## config.mk

```make
export PLATFORM = sky130hd
export DESIGN_NAME = aes_round_ctrl
export DESIGN_NICKNAME = d
export VERILOG_FILES = /design/src/rtl/aes_pkg.sv /design/src/rtl/aes_round_ctrl_shift_rows_col.sv /design/src/rtl/aes_round_ctrl.sv
export SDC_FILE = /design/constraint.sdc
export NUM_CORES = 1
export LEC_CHECK = 0
export CORE_AREA = 2 2 196 198
export CTS_CLUSTER_DIAMETER = 100
export CTS_CLUSTER_SIZE = 16
export DETAILED_ROUTE_END_ITERATION = 6
export DIE_AREA = 0 0 198 200
export PLACE_DENSITY = 0.88
export SYNTH_ARGS = -nofsm -noshare
export SYNTH_HDL_FRONTEND = slang
export SYNTH_SLANG_ARGS = --single-unit
```

## constraint.sdc

```tcl
create_clock -name clk -period 3.15 [get_ports clk]
set_input_delay 0.63 -clock clk [delete_from_list [all_inputs] [get_ports clk]]
set_output_delay 0.63 -clock clk [all_outputs]
set_load 0.01 [all_outputs]
```

## src/rtl/aes_pkg.sv

```systemverilog
// Purpose : shared types and helpers for the iterative AES-128 datapath.
// Latency : n/a (types, constants and a combinational slice helper only).
// Backpr. : n/a.
package aes_pkg;

  localparam int NR_AES128 = 10;

  typedef enum logic [2:0] {
    ST_IDLE,
    ST_LOAD,
    ST_BEAT0,
    ST_BEAT1,
    ST_ADDKEY,
    ST_FINISH
  } fsm_t;

  // Column c of a 128-bit state; column 0 occupies bits [127:96].
  function automatic logic [31:0] col_of(input logic [127:0] state, input logic [1:0] c);
    return state[(3 - int'(c)) * 32 +: 32];
  endfunction

endpackage

```

## src/rtl/aes_round_ctrl_shift_rows_col.sv

```systemverilog
// Purpose : one ShiftRows output column; byte r is taken from state column (col+r) mod 4, row r.
// Latency : combinational.
// Backpr. : none.
// Ports   : state (128-bit AES state), col (output column index), column (32-bit shifted column).
module shift_rows_col
  import aes_pkg::*;
(
  input  logic [127:0] state,
  input  logic [1:0]   col,
  output logic [31:0]  column
);

  logic [31:0] src;

  always_comb begin
    column = '0;
    src    = '0;
    for (int r = 0; r < 4; r++) begin
      // Two-bit add wraps naturally, giving the mod-4 column rotation.
      src = col_of(state, col + 2'(r));
      column[31 - 8 * r -: 8] = src[31 - 8 * r -: 8];
    end
  end

endmodule

```

## src/rtl/aes_round_ctrl.sv

```systemverilog
// Purpose : iterative AES-128 round sequencer; owns the state, feeds SUBMIX one column per 3 cycles.
// Latency : done pulses 13*NR+1 cycles after the start edge (131 for AES-128).
// Backpr. : none; start is ignored unless idle, no request queuing.
// Ports   : clk/rst; start + block_in request; busy, done, block_out result;
//           rk_round/rk_in combinational key-store lookup;
//           sm_state/sm_index/sm_last to SUBMIX, sm_result back from it (same cycle).
module aes_round_ctrl
  import aes_pkg::*;
#(
  parameter int NR = NR_AES128
) (
  input  logic         clk,
  input  logic         rst,
  input  logic         start,
  input  logic [127:0] block_in,
  output logic         busy,
  output logic         done,
  output logic [127:0] block_out,
  output logic [3:0]   rk_round,
  input  logic [127:0] rk_in,
  output logic [31:0]  sm_state,
  output logic         sm_index,
  output logic         sm_last,
  input  logic [31:0]  sm_result
);

  localparam logic [3:0] NR4 = 4'(NR);

  fsm_t         fsm;
  logic [127:0] state;   // round input, read only by ShiftRows
  logic [127:0] nstate;  // SUBMIX results collected for the current round
  logic [3:0]   round;
  logic [1:0]   col;
  logic [31:0]  sr_col;

  shift_rows_col u_shift_rows_col (
    .state  (state),
    .col    (col),
    .column (sr_col)
  );

  // Key 0 is needed at the start edge; afterwards the store follows the round counter.
  assign rk_round = (fsm == ST_IDLE) ? 4'd0 : round;

  always_ff @(posedge clk) begin
    if (rst) begin
      fsm       <= ST_IDLE;
      state     <= '0;
      nstate    <= '0;
      round     <= '0;
      col       <= '0;
      busy      <= 1'b0;
      done      <= 1'b0;
      block_out <= '0;
      sm_state  <= '0;
      sm_index  <= 1'b0;
      sm_last   <= 1'b0;
    end else begin
      done <= 1'b0;
      case (fsm)
        ST_IDLE: begin
          if (start) begin
            state <= block_in ^ rk_in;
            round <= 4'd1;
            col   <= 2'd0;
            busy  <= 1'b1;
            fsm   <= ST_LOAD;
          end
        end
        ST_LOAD: begin
          sm_state <= sr_col;
          sm_index <= 1'b0;
          sm_last  <= (round == NR4);
          fsm      <= ST_BEAT0;
        end
        ST_BEAT0: begin
          // Second pass of the same column through SUBMIX.
          sm_state <= sm_result;
          sm_index <= 1'b1;
          fsm      <= ST_BEAT1;
        end
        ST_BEAT1: begin
          nstate[(3 - int'(col)) * 32 +: 32] <= sm_result;
          if (col == 2'd3) begin
            fsm <= ST_ADDKEY;
          end else begin
            col <= col + 2'd1;
            fsm <= ST_LOAD;
          end
        end
        ST_ADDKEY: begin
          state <= nstate ^ rk_in;
          col   <= 2'd0;
          if (round == NR4) begin
            fsm <= ST_FINISH;
          end else begin
            round <= round + 4'd1;
            fsm   <= ST_LOAD;
          end
        end
        ST_FINISH: begin
          block_out <= state;
          done      <= 1'b1;
          busy      <= 1'b0;
          fsm       <= ST_IDLE;
        end
        default: fsm <= ST_IDLE;
      endcase
    end
  end

endmodule
```

==> run summary, run 1 <==
Implementation results.

The required time reported for the critical path endpoint is 2.52 ns. The clock-pin slew on the worst setup and hold paths is 0.07 ns. The die is 198 um wide. Dividing the synthesized area by the synthesized cell count gives 9.13 um^2. The initial antenna violation count came to 3. Combinational logic burns 14.9% of the power. Switching power as a fraction of the total was reported as 25.4%. The worst setup path is launched from a flip-flop. The source-to-sink clock delay at the later pin of the worst-skew pair is 0.57 ns. Per the OpenROAD power report, switching power amounts to 2.82 mW. The number of placed instances, taps included, is 2820. The worst-path cell with the longest stage delay is sky130_fd_sc_hd__dfxtp_1. The clock passes through at most 3 buffers.

Across all stage logs, warnings added up to 36. Sequential power for this build is 5.88 mW. The synthesis-to-layout area growth is 30.6%. Across the placement rows, the number of tap cells is 511.

After synthesis, the share of flip-flops with an asynchronous set or reset is 0%. The cell area that synthesis handed to floorplanning was 18200 um^2. The largest vdd supply drop is 0.447 mV. At the end of the flow, the number of nets in the layout was 2638. Entering global routing, the biggest net connects 131 pins. The standard cell core area is 37400 um^2. Per the post-synthesis report, the number of cells in the design is 1992. The first-pass GRT wire length is 93800 um. The transition time of the tightest slew-check pin is 1.06 ns. OpenROAD reports that the post-layout worst path occupies 89.9% of the period. The number of antenna diodes in the final layout is 4. The clock network fraction of design power is 32.1%. The number of distinct library cells after synthesis is 39. The count of final setup violators is 0. The flow ran to the end, and the final reports show no timing, DRC or antenna violations. The total area of multi-input combinational cells is 8820 um^2.

Max fanout on the critical path was recorded as 14. After legalization and detailed placement, the total HPWL measured 42300 um. The overall power is 11.1 mW. Per the log, the first TritonRoute iteration ended with a DRC count of 1518. In this run the critical path is formed by nor3_1 -> nor2b_1 -> clkdlybuf4s50_1. The leakage power is 7.69 nW. By area the synthesized netlist is led by sky130_fd_sc_hd__dfxtp_1 (47%), sky130_fd_sc_hd__nand2_1 (9.4%), sky130_fd_sc_hd__a21oi_1 (7.3%), sky130_fd_sc_hd__mux2i_1 (7.0%), sky130_fd_sc_hd__xnor2_1 (6.2%). The remaining max-slew budget at the tightest pin is 29.4%. In the final layout, clock buffers and inverters account for 3.30% of the cell area.
==> run 1: stage by stage <==
stage	cell area, um^2	hold slack, ns
final	23800	0.455
after global routing	23800	0.469
after CTS	23800	0.453
after detailed placement	23000	0.446
after global placement	23000	0.439
after floorplan	18200	0.432
==> run 1: synthesized netlist by cell type, types with 4 or more instances <==
cell type                    n
sky130_fd_sc_hd__buf_2      77
sky130_fd_sc_hd__mux4_2     32
sky130_fd_sc_hd__nor2_1     44
sky130_fd_sc_hd__ha_1        6
sky130_fd_sc_hd__xnor2_1   129
sky130_fd_sc_hd__buf_1       5
sky130_fd_sc_hd__a21oi_1   264
sky130_fd_sc_hd__buf_6      10
sky130_fd_sc_hd__nor3_1      4
sky130_fd_sc_hd__nand3b_1    4
sky130_fd_sc_hd__nor2b_1     5
sky130_fd_sc_hd__mux2i_1   128
sky130_fd_sc_hd__dfxtp_1   429
sky130_fd_sc_hd__nand2b_1    4
sky130_fd_sc_hd__buf_4      10
sky130_fd_sc_hd__nand2_1   455
sky130_fd_sc_hd__nand3_1   131
sky130_fd_sc_hd__clkbuf_1   67
sky130_fd_sc_hd__a311oi_1   32
sky130_fd_sc_hd__a22o_1    128
sky130_fd_sc_hd__inv_1       4
==> run 1: cells by family (layout without fill, tap and decap cells) <==
| kind of cell | Yosys count | in the layout | share of synthesized area, % |
|---|---|---|---|
| buf+inv | 173 | 523 | 4.72 |
| fa+ha+maj | 6 | 6 | 0.413 |
| xor+xnor | 131 | 131 | 6.31 |
| other cells | 0 | 4 | 0 |
| flops | 429 | 429 | 47.2 |
| compound gates | 431 | 431 | 15.2 |
| mux | 160 | 160 | 11.0 |
| simple gates | 662 | 662 | 15.1 |
==> run 1: sequential cells by signal (all words and copies together) (netlist names) <==
name / count
sm_state: 32
col: 2
state: 128
done: 1
sm_last: 1
busy: 1
round: 4
block_out: 128
nstate: 128
fsm: 3
sm_index: 1
==> run 1: cell usage in the layout (no fill, tap or decap), drive strengths merged, types with 3 or more instances in the layout <==
master,instances
inv,4
a21oi,264
nor2b,5
nor2,45
clkdlybuf4s50,457
dfxtp,429
nand2b,4
a22o,128
mux2i,128
nor3,5
clkbuf,32
nand3b,4
nand2,455
o21ai,3
nand3,131
and2,5
ha,6
buf,29
a311oi,32
mux4,32
diode,4
xnor2,129
==> run 1: path summary, 6_finish.rpt <==
path	start	end	slack, ns	cells past startpoint
max reg2reg	fsm[0]$_SDFFE_PP0P_	nstate[42]$_SDFFE_PP0P_	0.67	4
min	block_out[12]$_SDFFE_PP0P_	block_out[12]$_SDFFE_PP0P_	0.46	2
max	fsm[0]$_SDFFE_PP0P_	rk_round[2]	0.32	3
min reg2reg	block_out[12]$_SDFFE_PP0P_	block_out[12]$_SDFFE_PP0P_	0.46	2
==> run 1: worst max-delay path: cells and delay by family (launching register included) <==
kind                   cells  cell delay, ns
buffers and inverters      1            0.59
AND/OR/NAND/NOR            2            0.39
flip-flops                 1            0.65
==> run 1: per-layer routing <==
metal	vias to the layer above	wire, um	GRT usage [%]
li1	7578	-	-
met1	8136	23200	36.6
met2	1075	30100	52.2
met3	210	6310	6.38
met4	0	3210	14.6
met5	-	0	0
### Metal 3, run 1

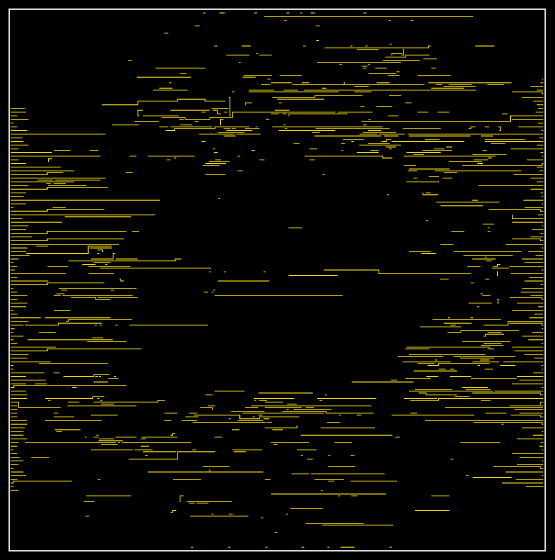
main direction: horizontal
wire length on this layer: 6310 um
share of all routed wire: 10%
via total after detailed routing: 16999
final wirelength: 62900 um

### Routing congestion, run 1

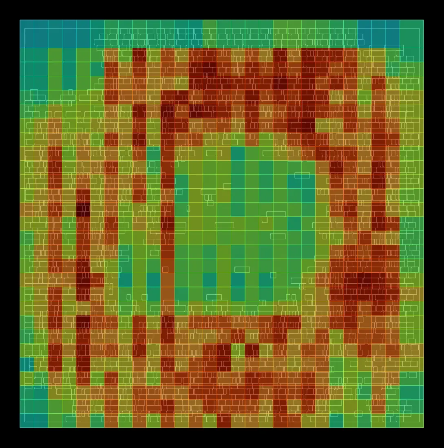
global routing usage on met3: 6.38%
routed len/inst: 22.0 um
GRT Max-Usage Layer: met2
met2 global-route usage: 52.2%
final core utilization: 63.5%

### Selected gate families, run 1

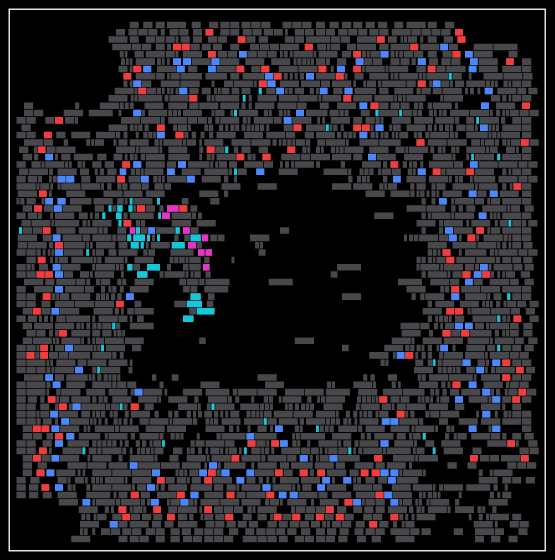
| family | colour | cells | most used |
|---|---|---|---|
| nor cells | cyan | 58 | nor2_1 |
| non-inverting ao/oa cells | blue | 130 | a22o_1 |
| xor and xnor cells | red | 131 | xnor2_1 |
| and/or cells | magenta | 9 | and2_2 |
Post-Layout Cell Count: 2857
most common cell after layout, fill and taps aside: sky130_fd_sc_hd__clkdlybuf4s50_1
multi-input combinational area share: 37.1%

### Metal 2, run 1

The bar under the picture is 50 um long.
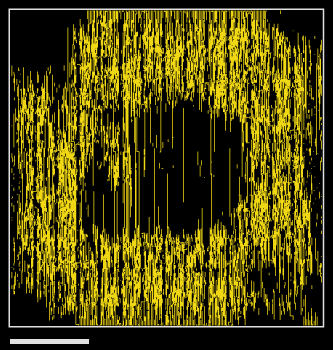

==> run 1 -> run 2 <==
SLEW_MARGIN = 40   (was default)
### Metal 2, run 2

The bar under the picture is 50 um long.
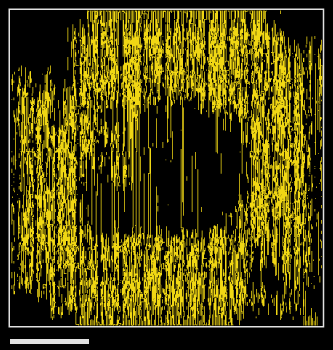
main direction: vertical
share of all routed wire: 48%
final wirelength: 63000 um
met2 global-route usage: 52.6%
via total after detailed routing: 16972

==> run summary, run 2 <==
Implementation results.

The run finished with clean final reports. The number of nets in the layout is 2638. The reg2reg setup slack is 0.56 ns. The most common logic cell in the routed design is sky130_fd_sc_hd__clkdlybuf4s50_1.

Note, the detailed placer reported a final HPWL of 42300 um. The reg-to-reg startpoint is fsm[1]$_SDFFE_PP0P_. The fraction of the mapped netlist area in compound gates is 15.2%.

The synthesis run shows multiplexers occupying 11.0% of the cell area. After the first detailed-routing iteration, the DRC count stood at 1593. The path depth of the worst reg2reg path is 5. The capture point of the worst register-to-register path is recorded as sm_state[14]$_SDFFE_PP0P_.

The average wire length per cell after detail routing is 22.1 um. The buffer levels on the longest clock path is 3. The first-pass iteration count of the detailed router is 6.

The chip occupies 39600 um^2. The worst hold path passes through 2 cells. The number of placed cells counting well taps is 2820. The hold violation count in the final report is 0. For this run the top cell type by instance count after synthesis was sky130_fd_sc_hd__nand2_1.

The synthesized netlist devotes 6.31% of its cell area to XOR and XNOR gates. By area the synthesized netlist is led by sky130_fd_sc_hd__dfxtp_1 (47%), sky130_fd_sc_hd__nand2_1 (9.4%), sky130_fd_sc_hd__a21oi_1 (7.3%), sky130_fd_sc_hd__mux2i_1 (7.0%), sky130_fd_sc_hd__xnor2_1 (6.2%). For reference, the top logic cell family by area is AND-OR/OR-AND gates. In this run the most critical hold path is launched from block_out[35]$_SDFFE_PP0P_. The core region is 37400 um^2. The die width is 198 um.

The count of final setup violators is 0. The worst setup path is launched from a flip-flop. The commonest cells after synthesis are sky130_fd_sc_hd__nand2_1 (455), sky130_fd_sc_hd__dfxtp_1 (429), sky130_fd_sc_hd__a21oi_1 (264), sky130_fd_sc_hd__nand3_1 (131), sky130_fd_sc_hd__xnor2_1 (129). The simple-gate area share of the yosys netlist is 15.1%. The maximum fanout encountered on the critical timing path is 14.

In the layout the commonest cells are sky130_fd_sc_hd__clkdlybuf4s50_1 (457), sky130_fd_sc_hd__nand2_1 (451), sky130_fd_sc_hd__dfxtp_1 (427). Cells fill 63.6% of the core in the end. The first global-routing pass estimated 93900 um of wire.

The cell count after synthesis came out at 1992. Data on the critical path is required at its endpoint by 2.52 ns. After synthesis, the share of flip-flops with an asynchronous set or reset is 0%. The initial antenna violation count is 2.

The transition time of the tightest slew-check pin is 0.841 ns. Across all checked pins, the minimum headroom to the slew limit is 43.9%. The largest vdd supply drop is 0.369 mV. The synthesis-to-layout area growth is 30.7%. The final critical path takes up 90.5% of the cycle. After synthesis, the netlist uses 39 different library cells. The count of warning messages emitted by the tools is 36. Looking at the hold checks, the worst path lands on block_out[35]$_SDFFE_PP0P_. The script extracted a total leakage power of 7.74 nW.
### Selected gate families, run 2

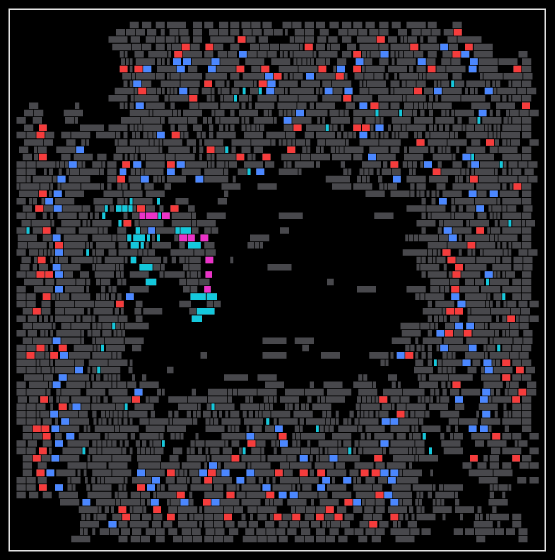
| family | colour | cells |
|---|---|---|
| xor and xnor cells | red | 131 |
| and/or cells | magenta | 9 |
| nor cells | cyan | 58 |
| non-inverting ao/oa cells | blue | 130 |
Post-Layout Cell Count: 2855
multi-input combinational area share: 37.2%

-- run 2: cell counts after synthesis --
Identical to the previous run, type by type.
-- run 2: where the power goes --
| part | total, mW | internal, mW | switching (mW) |
|---|---|---|---|
| Sequential | 5.89 | 5.67 | 0.217 |
| Combinational | 1.66 | 0.876 | 0.783 |
| Clock | 3.54 | 1.73 | 1.81 |
-- run 2: how the worst max path moves through the flow --
stage | start | endpoint | slack, ns | cells after the start
finish | fsm[0]$_SDFFE_PP0P_ | rk_round[2] | 0.30 | 3
global route | fsm[0]$_SDFFE_PP0P_ | rk_round[2] | 0.19 | 3
CTS | fsm[0]$_SDFFE_PP0P_ | rk_round[2] | 0.32 | 3
detailed placement | start | state[116]$_SDFFE_PP0P_ | 0.56 | 5
global placement | start | state[113]$_SDFFE_PP0P_ | 0.64 | 5
floorplan | col[1]$_SDFFE_PP0P_ | nstate[121]$_SDFFE_PP0P_ | 0.92 | 9
-- run 2: through the flow --
step	hold slack (ns)	total power [mW]	worst slack, ns	instance area, um^2
after detailed placement	0.446	7.62	0.563	23000
after global routing	0.471	11.4	0.187	23800
after global placement	0.439	7.56	0.638	23000
final	0.454	11.1	0.301	23800
after CTS	0.453	11.1	0.316	23800
after floorplan	0.432	6.75	0.919	18200
-- run 2: cells by family after synthesis --
logic type / count (synthesis)
compound gates: 431
xor+xnor: 131
mux: 160
flops: 429
simple gates: 662
fa+ha+maj: 6
buf+inv: 173
-- run 2: area by class of cell --
cell class / count / area [um^2] / share of cell area (%)
Antenna cell: 2 / 5.00 / 0.0210
Clock buffer: 32 / 779 / 3.28
Clock inverter: 1 / 5.00 / 0.0210
Inverter: 4 / 15.0 / 0.0631
Multi-Input combinational cell: 1390 / 8850 / 37.2
Sequential cell: 429 / 8590 / 36.1
Tap cell: 511 / 639 / 2.69
Timing Repair Buffer: 486 / 4900 / 20.6
-- run 2: per-layer routing --
layer	track usage, %	routed length, um	up-vias
met4	14.6	3110	0
met2	52.6	30300	1091
met1	36.9	23400	8080
li1	-	-	7579
met3	5.78	6200	222
met5	0	0	-
-- run 2: worst max-delay path: stages, from the launching register on --
cell	delay (ns)
sky130_fd_sc_hd__dfxtp_1	0.66
sky130_fd_sc_hd__nor3_1	0.20
sky130_fd_sc_hd__nor2b_1	0.19
sky130_fd_sc_hd__clkdlybuf4s50_1	0.60
### Metal 3, run 2

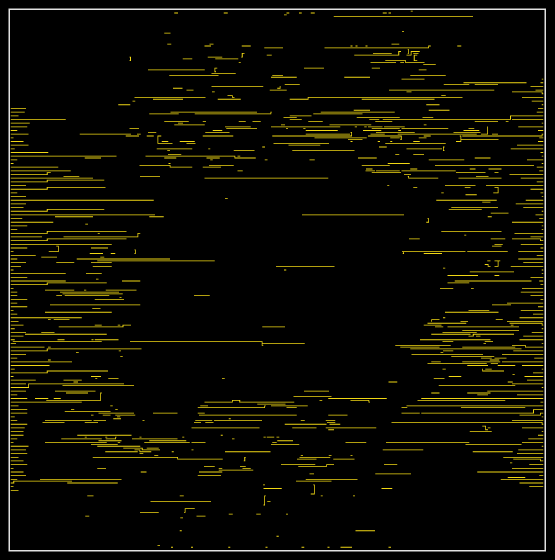

==> run 2 -> run 3 <==
==> constraint.sdc (replaced) <==
create_clock -name clk -period 3.15 [get_ports clk]
set_input_delay 0.63 -clock clk [delete_from_list [all_inputs] [get_ports clk]]
set_output_delay 0.63 -clock clk [all_outputs]
set_load 0.1 [all_outputs]
### Metal 3, run 3

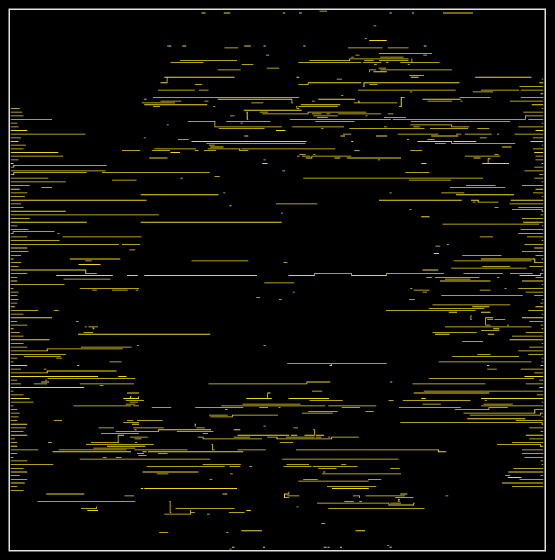
wire length on this layer: 6100 um
main direction: horizontal
share of all routed wire: 9.7%
nets with wire on the layer: 434
final wirelength: 62800 um
global routing usage on met3: 6.15%

==> run summary, run 3 <==
Implementation results.

The most common logic cell in the routed design is sky130_fd_sc_hd__nand2_1. The region available for standard cell placement spans 37400 um^2. The smallest hold slack is 0.456 ns.

Counting along the longest clock path gives a buffer depth of 3. The highest supply drop recorded on VDD is 0.382 mV. The first global-routing pass estimated 93500 um of wire. Entering global routing, the biggest net connects 113 pins. After the flow finishes, the layout carries non-filler instances totaling 2859. The most frequent cell on the critical path is sky130_fd_sc_hd__buf_4.

Summing every instance area after synthesis gives 18200 um^2. The source-to-sink clock delay at the later pin of the worst-skew pair is 0.58 ns. Per STA, the worst path is made up of inv_1 -> ha_1 -> buf_4 -> nor3_4 -> buf_4 -> nand3_1 -> a21oi_1.

The nature of the critical path startpoint is a flip-flop. The HPWL after detailed placement is 42400 um. The initial antenna violation count is 2. The cell count after synthesis is 1992. The first routing iteration left 1428 violations.

Sorting the synthesized cells by area gives the leading types as sky130_fd_sc_hd__dfxtp_1 (47%), sky130_fd_sc_hd__nand2_1 (9.4%), sky130_fd_sc_hd__a21oi_1 (7.3%), sky130_fd_sc_hd__mux2i_1 (7.0%), sky130_fd_sc_hd__xnor2_1 (6.2%). The flow ran to the end, and the final reports show no timing, DRC or antenna violations. The maximum fanout encountered on the critical timing path is 22.

The largest registers in the layout are block_out (128), nstate (128), state (128).
### Routing congestion, run 3

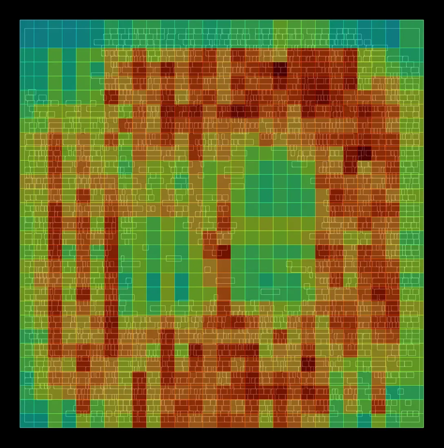
Total Routing Usage GR: 30.4%
met1 track utilization from global routing: 37.9%

[run 3: logic make-up after synthesis]
group	Yosys count	synth area share, %
compound gates	431	15.2
xor+xnor	131	6.31
fa+ha+maj	6	0.413
buf+inv	173	4.72
flops	429	47.2
mux	160	11.0
simple gates	662	15.1
[run 3: cell type report]
cell class / instances / share of cell area [%]
clock buffers: 32 / 3.33
multi-input cells: 1390 / 37.8
diodes: 4 / 0.0428
inverters: 4 / 0.0642
repair buffers: 488 / 19.2
well taps: 511 / 2.73
flip-flops and latches: 429 / 36.7
clock inverters: 1 / 0.0214
[run 3: worst paths after layout]
check / slack (ns) / to / depth (start not counted)
max: 0.49 / nstate[122]$_SDFFE_PP0P_ / 7
min: 0.46 / nstate[66]$_SDFFE_PP0P_ / 2
max reg2reg: 0.49 / nstate[122]$_SDFFE_PP0P_ / 7
min reg2reg: 0.46 / nstate[66]$_SDFFE_PP0P_ / 2
[run 3: where the power goes]
part / total (mW) / internal, mW / switching (mW)
sequential: 5.89 / 5.67 / 0.222
clock: 3.57 / 1.73 / 1.84
combinational: 2.14 / 0.847 / 1.30
[run 3: metrics by stage]
stage                     util (%)  cell area (um^2)  setup WS, ns  power, mW
after floorplan                  -             18200         0.514       7.27
after global placement        60.3             22600         0.641       8.06
after detailed placement      60.4             22600         0.513       8.12
after CTS                     62.5             23400         0.510       11.6
after global routing          62.5             23400         0.360       12.0
final                         62.5             23400         0.488       11.6
[run 3: worst max-delay path: cells and delay by family, from the launching register on]
| kind | cells | cell delay (ns) |
|---|---|---|
| buffers and inverters | 3 | 0.77 |
| and+or+nand+nor | 2 | 0.69 |
| DFF | 1 | 0.57 |
| adders and majority gates | 1 | 0.34 |
| AOI/OAI and AO/OA | 1 | 0.18 |
[run 3: per-layer routing]
metal / vias up / share of wire [%] / track usage, %
met2: 1007 / 48 / 51.6
met4: 0 / 4.4 / 12.9
li1: 7581 / - / -
met5: - / 0 / 0
met3: 190 / 9.7 / 6.15
met1: 7969 / 38 / 37.9
Power figures rest on the tool's default switching activity, not on a simulated workload.
